Floorplan with the power grid:
Scale: 4 px per um. Pins as bars on the die edge.
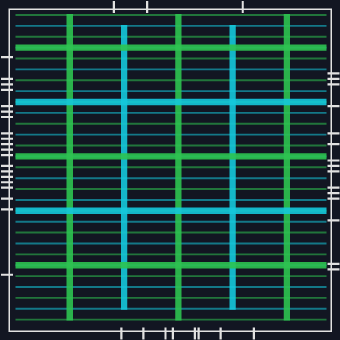
Cells colored by class:
Scale: 3 px per um. Fill, decap, tap and diode cells in gray.
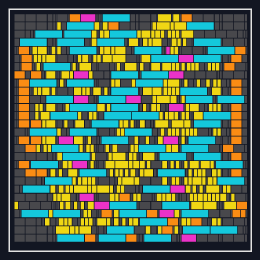
### config.mk
export PLATFORM = sky130hd
export DESIGN_NAME = illum_bcd_conv
export DESIGN_NICKNAME = d
export VERILOG_FILES = /design/src/rtl/illum_bcd_conv_pkg.sv /design/src/rtl/illum_bcd_conv_add3.sv /design/src/rtl/illum_bcd_conv.sv
export SDC_FILE = /design/constraint.sdc
export NUM_CORES = 1
export LEC_CHECK = 0
export ABC_AREA = 1
export CAP_MARGIN = 20
export CORE_UTILIZATION = 55
export CTS_CLUSTER_SIZE = 28
export DETAILED_ROUTE_END_ITERATION = 8
export GPL_ROUTABILITY_DRIVEN = 0
export MAX_ROUTING_LAYER = met4
export PLACE_DENSITY = 0.76
export SKIP_LAST_GASP = 1
export SLEW_MARGIN = 20
export SYNTH_ARGS = -nofsm -noshare
export SYNTH_HDL_FRONTEND = slang
export SYNTH_HIERARCHICAL = 1
export SYNTH_SLANG_ARGS = --single-unit
### constraint.sdc
create_clock -name clk -period 3.1 [get_ports clk]
set_input_delay 0.62 -clock clk [delete_from_list [all_inputs] [get_ports clk]]
set_output_delay 0.62 -clock clk [all_outputs]
set_load 0.01 [all_outputs]
### src/rtl/illum_bcd_conv_pkg.sv
// Shared lux display-path definitions: data widths and converter state encodings.
// Used by the scaling stage, the BCD converter and the display driver.
package illum_bcd_conv_pkg;

    localparam int ILLUM_WIDTH  = 16;
    localparam int ILLUM_DIGITS = 5;

    typedef enum logic [0:0] {
        ST_IDLE  = 1'b0,
        ST_SHIFT = 1'b1
    } illum_state_e;

endpackage

### src/rtl/illum_bcd_conv_add3.sv
// Double-dabble digit adjust: a BCD digit of 5 or more gets +3 before the next shift.
module illum_bcd_conv_add3 (
    input  logic [3:0] d_i,
    output logic [3:0] d_o
);

    assign d_o = (d_i >= 4'd5) ? (d_i + 4'd3) : d_i;

endmodule

### src/rtl/illum_bcd_conv.sv
// Iterative binary-to-BCD converter for the lux value, one shift per clock,
// with a leading-zero blank mask for the display driver.
module illum_bcd_conv
    import illum_bcd_conv_pkg::*;
#(
    parameter int WIDTH      = ILLUM_WIDTH,
    parameter int DIGITS     = ILLUM_DIGITS,
    parameter int AUTO_START = 0
) (
    input  logic                clk,
    input  logic                rst,
    input  logic [WIDTH-1:0]    bin_in,
    input  logic                start,
    output logic                busy,
    output logic                done,
    output logic [4*DIGITS-1:0] bcd_out,
    output logic [DIGITS-1:0]   blank_mask
);

    //  state    | meaning
    //  ST_IDLE  | waiting for start (or a new bin_in when AUTO_START); outputs held
    //  ST_SHIFT | WIDTH adjust-and-shift steps; last step publishes the result

    localparam int BW = 4 * DIGITS;
    localparam int CW = (WIDTH > 1) ? $clog2(WIDTH) : 1;
    localparam logic [CW-1:0] CNT_LAST = CW'(WIDTH - 1);

    illum_state_e      state_q, state_d;
    logic [WIDTH-1:0]  shift_q, shift_d;
    logic [WIDTH-1:0]  last_bin_q, last_bin_d;
    logic [BW-1:0]     acc_q, acc_d;
    logic [CW-1:0]     cnt_q, cnt_d;
    logic [BW-1:0]     bcd_q, bcd_d;
    logic [DIGITS-1:0] mask_q, mask_d;
    logic              busy_q, busy_d;
    logic              done_q, done_d;

    logic [BW-1:0]       acc_adj;
    logic [BW+WIDTH-1:0] cat_sh;
    logic [BW-1:0]       acc_next;
    logic [DIGITS-1:0]   mask_next;
    logic                go;

    for (genvar g = 0; g < DIGITS; g++) begin : g_adj
        illum_bcd_conv_add3 u_add3 (
            .d_i (acc_q[4*g +: 4]),
            .d_o (acc_adj[4*g +: 4])
        );
    end

    // Accumulator and binary operand form one long shift register.
    assign cat_sh   = {acc_adj, shift_q} << 1;
    assign acc_next = cat_sh[BW+WIDTH-1:WIDTH];

    assign go = start | ((AUTO_START != 0) && (bin_in != last_bin_q));

    always_comb begin
        logic any_nz;
        any_nz    = 1'b0;
        mask_next = '0;
        for (int i = DIGITS - 1; i >= 0; i--) begin
            any_nz       = any_nz | (acc_next[4*i +: 4] != 4'd0);
            mask_next[i] = any_nz;
        end
        mask_next[0] = 1'b1;
    end

    always_comb begin
        state_d    = state_q;
        shift_d    = shift_q;
        last_bin_d = last_bin_q;
        acc_d      = acc_q;
        cnt_d      = cnt_q;
        bcd_d      = bcd_q;
        mask_d     = mask_q;
        busy_d     = busy_q;
        done_d     = 1'b0;
        case (state_q)
            ST_IDLE: begin
                if (go) begin
                    shift_d    = bin_in;
                    last_bin_d = bin_in;
                    acc_d      = '0;
                    cnt_d      = '0;
                    busy_d     = 1'b1;
                    state_d    = ST_SHIFT;
                end
            end
            ST_SHIFT: begin
                shift_d = cat_sh[WIDTH-1:0];
                acc_d   = acc_next;
                cnt_d   = cnt_q + CW'(1);
                if (cnt_q == CNT_LAST) begin
                    bcd_d   = acc_next;
                    mask_d  = mask_next;
                    done_d  = 1'b1;
                    busy_d  = 1'b0;
                    state_d = ST_IDLE;
                end
            end
            default: state_d = ST_IDLE;
        endcase
    end

    always_ff @(posedge clk or negedge rst) begin
        if (!rst) begin
            state_q    <= ST_IDLE;
            shift_q    <= '0;
            last_bin_q <= '0;
            acc_q      <= '0;
            cnt_q      <= '0;
            bcd_q      <= '0;
            mask_q     <= DIGITS'(1);
            busy_q     <= 1'b0;
            done_q     <= 1'b0;
        end else begin
            state_q    <= state_d;
            shift_q    <= shift_d;
            last_bin_q <= last_bin_d;
            acc_q      <= acc_d;
            cnt_q      <= cnt_d;
            bcd_q      <= bcd_d;
            mask_q     <= mask_d;
            busy_q     <= busy_d;
            done_q     <= done_d;
        end
    end

    assign busy       = busy_q;
    assign done       = done_q;
    assign bcd_out    = bcd_q;
    assign blank_mask = mask_q;

endmodule

==> summary.txt <==
run metrics: status=completed, final cell utilization of the core=0.6754, smallest setup slack after layout=about 1100 ps, final routed wire length divided by cell count=between 10 and 15 um, Max-cap violations=0, critical path class=reg -> reg, pre-CTS setup slack=1075 ps, global-route met2 utilization=0.3487, endpoint kind of the worst setup timing path=flop, path category of the worst min-delay check=in -> async, met1 Usage GRT=0.3224, summed instance area of the synthesized netlist=3357 um2, commonest non-fill, non-tap cells in the layout=nand2_1 (107), dfrtp_1 (67), inv_1 (44), clkdlybuf4s50_1 (43), o21ai_0 (30), met3 track demand over resource=0.05114, setup repair bufs after CTS=0, final-layout setup total negative slack=0 ps, port buffer count=44, total half-perimeter wirelength after legalization and detailed placement=4445 um, clock tree from TritonCTS=done, top routing layer used=met4, power consumption=4376 uW, slew at the pin with the worst max-slew slack=about 830 ps, setup-violating endpoint count in the final report=0, final std cells w/o fill=approximately 510, number of nets in the synthesized netlist=between 400 and 500, combinational share of power=0.480, part of the power in the clock network=0.169, Syn-to-layout area delta=19.12%, biggest fanout along the worst timing path=38, post-layout minimum cycle time=2001 ps, tool warning count=31, master cell of the clock root buffer=clkbuf_8, average size of a mapped cell=8.742 um2, net switching share of the total power=0.4158, initial antenna violation count=0, finished layout cell area=3999 um2, total wire length=~6500 um, pin count of the biggest net entering global routing=68, pins over their slew limit=0, power in combinational cells=around 2100 uW, TritonCTS Sinks=~67, worst IR drop on VDD=0.4970 mV, hold violation count in the final report=0, number of cells produced by synthesis=384, vias in the first global route=2,427, sum of overflow across all layers after global routing=0, most frequent logic cell in the layout=nand2_1, placed cell area=3789 um2, vertical die size=80.13 um, endpoint required time on the critical path=3290 ps, worst hold slack=468.7 ps, Die W=approximately 80 um, power density cells=between 1000 and 1500 nW/um2, multi-input gate area in the final layout=1376 um2, number of detailed-route iterations in the first pass=4, Met2 Routed Length=approximately 3000 um, final antenna-violating net count=0, switching power=1820 uW, Cell Count Post-Placement=490, internal portion of total power=around 2600 uW, number of resized instances in the post-cts repair step=0, global routing's busiest layer=met2, Max Clock Freq=499.8 MHz, insertion delay to the later sink of the worst-skew pair=330 ps, Relative slew margins=0.4459, register area=1677 um2, Critical Path Source=state_q, TritonCTS Buffers=9, vias per std cell=5.097, Post-route DRC=0, power in the clock group=738 uW, fillcell total=481, IO Count=~46, Post-CTS Hold Buffers=0, Yosys warnings=6, Core Footprint=5921 um2, DRT iter0 DRCs=between 150 and 200, Pre-Place Util=0.5670, share of layout cells above drive strength 1=0.1369, routed metal-1 wirelength=3229 um, Worst R2R Start=state_q, crit path DAT=around 2200 ps, post-route clock skew=5.330 ps, Leakage Power=about 0.0019 uW, number of standard-cell rows in the floorplan=28, maximum clock insertion buffer count=2, detailed-route via count=2,579
-- 'floorplan with the power grid' (at the start) --
net	color
VDD	cyan
VSS	green
met4 straps	5
signal pins	46
met1 rails	29
met5 straps	5

-- 'cells colored by class' (at the start) --
class	color	cells
registers	cyan	67
remaining buffers and delay cells	orange	45
clock drivers and dummy loads	magenta	16
remaining logic cells	yellow	303

-- final timing paths --
path,to,slack (ps),depth (start not counted)
max in group asynchronous,bcd_out[1],2090,2
min in group clk,bcd_out[3],480,2
setup reg to reg,blank_mask[3],1100,4
hold reg to reg,bcd_out[3],480,2
setup / recovery,blank_mask[3],1100,4
hold / removal,bcd_out[13],470,2
-- state kept, by name, indices dropped and copies added (netlist names) --
signal,count
shift_q,16
done,1
bcd_out,20
acc_q,20
cnt_q,4
blank_mask,4
state_q,1
busy,1
-- worst max-delay path: stages, from the launching register on --
cell and delay (ps):
dfrtp_1 530, inv_2 480, nor2_4 180, inv_2 490, o21ai_0 180
-- area by class of cell --
cell class,count,area share
well taps,75,0.02347
clock buffers,16,0.05257
inverters,53,0.04975
multi-input cells,250,0.3442
repair buffers,45,0.1108
flip-flops and latches,67,0.4193
No activity file was given, so power comes from the tool's default toggle rates.
